run_1/gates.png
Scale bar: 20 um.
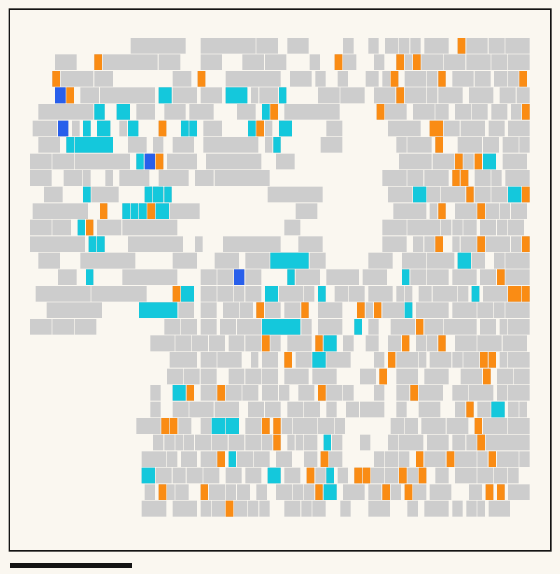
run_1/clock_nets.png
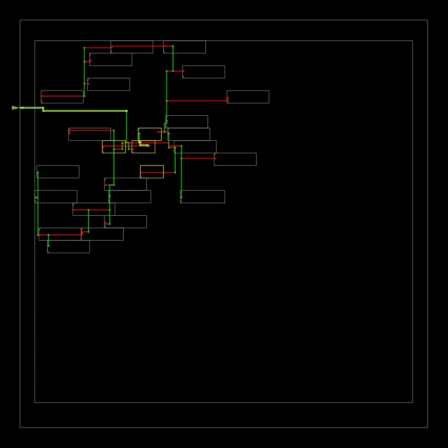
run_1/route_heat.png
18 x 18 tiles, from dark blue (low) to red (high), scaled to the fullest tile. Values are wire area over tile area, all layers added.
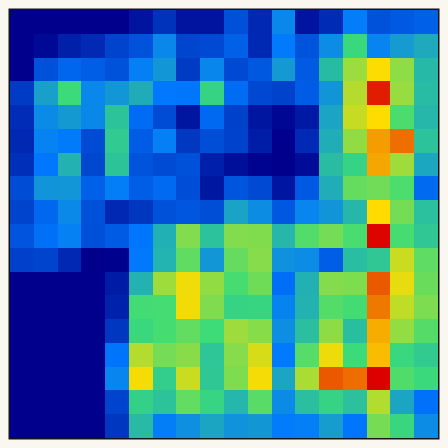
==> config.mk <==
export PLATFORM = sky130hd
export DESIGN_NAME = vga_swap_sched_flat
export DESIGN_NICKNAME = d
export VERILOG_FILES = /design/src/rtl/mem_pkg.sv /design/src/rtl/vga_pkg.sv /design/src/rtl/vga_swap_sched_if.sv /design/src/rtl/vga_vblank_sync.sv /design/src/rtl/vga_swap_sched.sv /design/src/flat_wrapper.sv
export SDC_FILE = /design/constraint.sdc
export NUM_CORES = 1
export LEC_CHECK = 0
export ABC_AREA = 1
export CAP_MARGIN = 30
export CORE_MARGIN = 3
export CORE_UTILIZATION = 25
export DETAILED_ROUTE_END_ITERATION = 10
export GPL_TIMING_DRIVEN = 0
export MAX_ROUTING_LAYER = met4
export PLACE_DENSITY = 0.75
export SYNTH_ARGS = -nofsm -noshare
export SYNTH_HDL_FRONTEND = slang
export SYNTH_SLANG_ARGS = --single-unit
==> constraint.sdc <==
create_clock -name i_clk -period 2 [get_ports i_clk]
set_clock_uncertainty 0.05 [all_clocks]
set_input_delay 0.4 -clock i_clk [delete_from_list [all_inputs] [get_ports i_clk]]
set_output_delay 0.4 -clock i_clk [all_outputs]
set_load 0.005 [all_outputs]
==> summary.txt, run 1 <==
run results: status=finished with violations, violated checks=negative setup slack, fin worst setup slack=-0.122 ns, Finish-stage setup viols=55, CP Depth=13, fraction of area in registers=0.124, reg2reg path depth=7, Dominant flop cell=dfrtp_1, clock sink count=22, Die Wd=~89 um, DP Cell Count=roughly 520, Fillers=497, YS chip area=between 1500 and 2000 sq um, Worst VDD drop=758 uV, Placement Setup Slack=-1.26 ns, Max-Cap Viols=0, Pwr Total=1630 uW, Setup Fix Bufs, Post-CTS=104, GP Congestion=0.846, slowest CP cell=buf_8, grt met2 use=0.419, count of tool warnings=29, met1 WL=roughly 3300 um
## Picture notes: gates.png
- blue: aoi and oai cells (cells 4; most used a21oi_1; where upper left)
- cyan: nand cells (cells 56; most used nand2_1)
- orange: inv cells (cells 83; most used inv_1; where widely spread)
post-route insts no fill: 636
logic gate fraction of the total cell area: 0.253
dominant logic cell type in the layout: buf_4

## Picture notes: clock_nets.png
# clk buffers: 4
flop count: 22

## Picture notes: route_heat.png
- emptiest ninth of the die: lower left
- mean over tiles: 0.21
- densest ninth of the die: lower right
- fullest tile: 0.65
- tiles over half the peak: 25%
- nearly empty tiles: 13%
GRT Util Overall: 0.218
WL/cell: 15.6 um
drt total wl: 9930 um

run_1/pinout.png
Pins as bars across the die edge, other pins in grey.
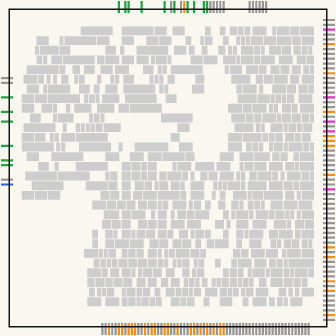

==> run 2: changes to the inputs <==
--- a/config.mk
+++ b/config.mk
@@ -5,14 +5,14 @@
 export SDC_FILE = /design/constraint.sdc
 export NUM_CORES = 1
 export LEC_CHECK = 0
-export ABC_AREA = 1
 export CAP_MARGIN = 30
 export CORE_MARGIN = 3
 export CORE_UTILIZATION = 25
 export DETAILED_ROUTE_END_ITERATION = 10
+export DONT_BUFFER_PORTS = 1
 export GPL_TIMING_DRIVEN = 0
 export MAX_ROUTING_LAYER = met4
-export PLACE_DENSITY = 0.75
+export PLACE_DENSITY = 0.45
 export SYNTH_ARGS = -nofsm -noshare
 export SYNTH_HDL_FRONTEND = slang
 export SYNTH_SLANG_ARGS = --single-unit
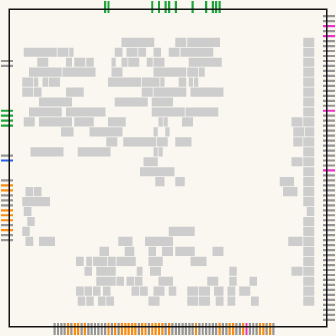
run_2/pinout.png
Pins as bars across the die edge, other pins in grey.
- blue: i_vblank (pins 1; direction input; edge left)
- orange: bus_o_pxlAddr (pins 32; direction output; edge 26 bottom, 6 left)
- green: o_frame_cnt (pins 16; direction output; edge 12 top, 4 left)
- magenta: bus_o_ctrlVGA (pins 5; direction output; edge 4 right, 1 bottom)
- all pins by edge: 66 bottom, 62 right, 21 left, 12 top
Die Wd: 86.4 um
Die Span Y: 86.4 um
port bufs: 0

==> run 2 against run 1 <==
The flow still finishes with violations (negative setup slack). Final cell count decreased by 62%. Sequential power decreased by 18%. Die size decreased by 5.5%. Synthesized area decreased by 5.9%. Utilization decreased by 38 points. Largest cell class is now combinational gates. Largest power group is now registers.
==> summary.txt, run 2 <==
run results: met1 WL=1620 um (-51%), Pwr Total=967 uW (-41%), Fillers=601 (+21%), count of tool warnings=27 (-6.9%), CP Depth=6 (-7), Final ANT Viol Nets=0, most frequent cells in the layout=39 x and2_4, 29 x and2_1, 21 x dfrtp_1, post-route insts no fill=244 (-62%), grt met2 use=0.223 (-0.196), violated checks=negative setup slack, Max Buffers Root-to-Sink=2, inverters=1, Layout area overhead=16.9%, fraction of area in registers=0.292 (+0.168), Setup Fix Bufs, Post-CTS=2 (-98%), Placement Setup Slack=0.0227 ns (+1.28 ns), # clk buffers=3 (-1), flop count=22 (unchanged), most instantiated library cell after synthesis=and2_4, DP Cell Count=232 (-55%), diode count=0, Root Driver=clkbuf_8, Finish-stage setup viols=9 (-84%), Worst VDD drop=566 uV (-25%), Reg power frac=0.464, Max-Cap Viols=0 (unchanged), reg2reg path depth=5 (-2), final cell utilization of the core=0.310, Gate power share=0.111, clock sink count=22 (unchanged), Final clock-cell share=0.0378, Dominant flop cell=dfrtp_1, GP Congestion=0.708 (-16%), YS chip area=1610 sq um (-5.9%), status=finished with violations, r2r setup slk=roughly 0.32 ns, slowest CP cell=nor4_1, Worst Path Max Fanout=7, fin worst setup slack=-0.0119 ns (+0.110 ns), switch share=0.198, logic gate fraction of the total cell area=0.539 (+0.286), Leakage=0.000845 uW
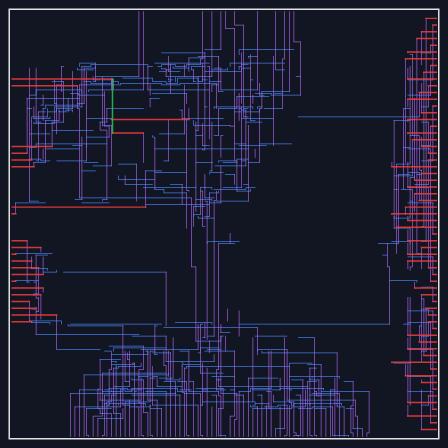
run_2/layers.png
- red: M3 (wire length 384 um)
- green: M4 (wire length 10.9 um)
- purple: M2 (wire length 2550 um)
- blue: M1 (wire length 1620 um)
GRT Util Overall: 0.116
via count: 1211
WL/cell: 18.7 um
drt total wl: 4570 um

==> run 3: changes to the inputs <==
--- a/config.mk
+++ b/config.mk
@@ -13,6 +13,7 @@
 export GPL_TIMING_DRIVEN = 0
 export MAX_ROUTING_LAYER = met4
 export PLACE_DENSITY = 0.45
+export SKIP_LAST_GASP = 1
 export SYNTH_ARGS = -nofsm -noshare
 export SYNTH_HDL_FRONTEND = slang
 export SYNTH_SLANG_ARGS = --single-unit
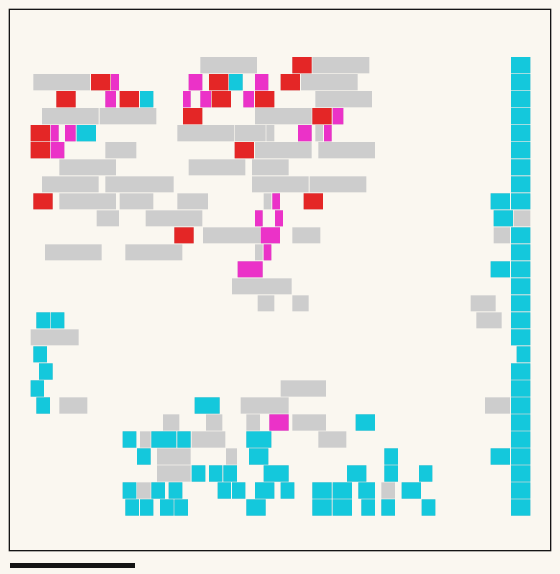
run_3/gates.png
Scale bar: 20 um.
- cyan: and/or cells (cells 76; most used and2_4; where widely spread)
- red: xor and xnor cells (cells 16; most used xnor2_1)
- magenta: nand cells (cells 20; most used nand2_1)
post-route insts no fill: 244
logic gate fraction of the total cell area: 0.539
dominant logic cell type in the layout: and2_4

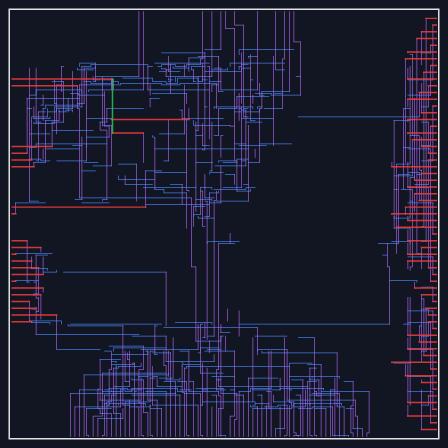
run_3/layers.png

==> run 3 against run 2 <==
Largest cell class unchanged. Synthesized cell count is the same. Non-clock buffer count is the same. Total power is the same. Combinational power is essentially flat. Clock power is essentially flat. Critical path depth is the same. The flow still finishes with violations (negative setup slack). Routed wire length is the same. Critical endpoint unchanged. Fmax is the same.
==> summary.txt, run 3 <==
run results: fraction of area in registers=0.292 (unchanged), drt total wl=4570 um (unchanged), via count=1211 (unchanged), violated checks=negative setup slack, grt met2 use=0.223 (unchanged), Worst Path Max Fanout=7 (unchanged), slowest CP cell=nor4_1, DP Cell Count=232 (unchanged), Pwr Total=967 uW (unchanged), status=finished with violations, flop count=22 (unchanged), Placement Setup Slack=0.0227 ns (unchanged), Dominant flop cell=dfrtp_1, GP Congestion=0.708 (unchanged), met1 WL=1620 um (unchanged), CP Depth=6 (unchanged), Fillers=601 (unchanged), Max-Cap Viols=0 (unchanged), Root Driver=clkbuf_8, WL/cell=18.7 um (unchanged), Layout area overhead=16.9% (unchanged), fin worst setup slack=-0.0119 ns (unchanged), Die Wd=86.4 um (unchanged), switch share=0.198 (unchanged), port bufs=0 (unchanged), YS chip area=1610 sq um (unchanged), # clk buffers=3 (unchanged), Leakage=0.000845 uW (unchanged), Reg power frac=0.464 (about the same), reg2reg path depth=5 (unchanged), Final clock-cell share=0.0378 (unchanged), Setup Fix Bufs, Post-CTS=2 (unchanged), Gate power share=0.111 (about the same), most frequent cells in the layout=39 x and2_4, 29 x and2_1, 21 x dfrtp_1, r2r setup slk=0.32 ns (about the same), Finish-stage setup viols=9 (unchanged), inverters=1 (unchanged), most instantiated library cell after synthesis=and2_4, Worst VDD drop=566 uV (unchanged), Die Span Y=86.4 um (unchanged), Max Buffers Root-to-Sink=2 (unchanged), diode count=0 (unchanged)
No activity file was given, so power comes from the tool's default toggle rates.
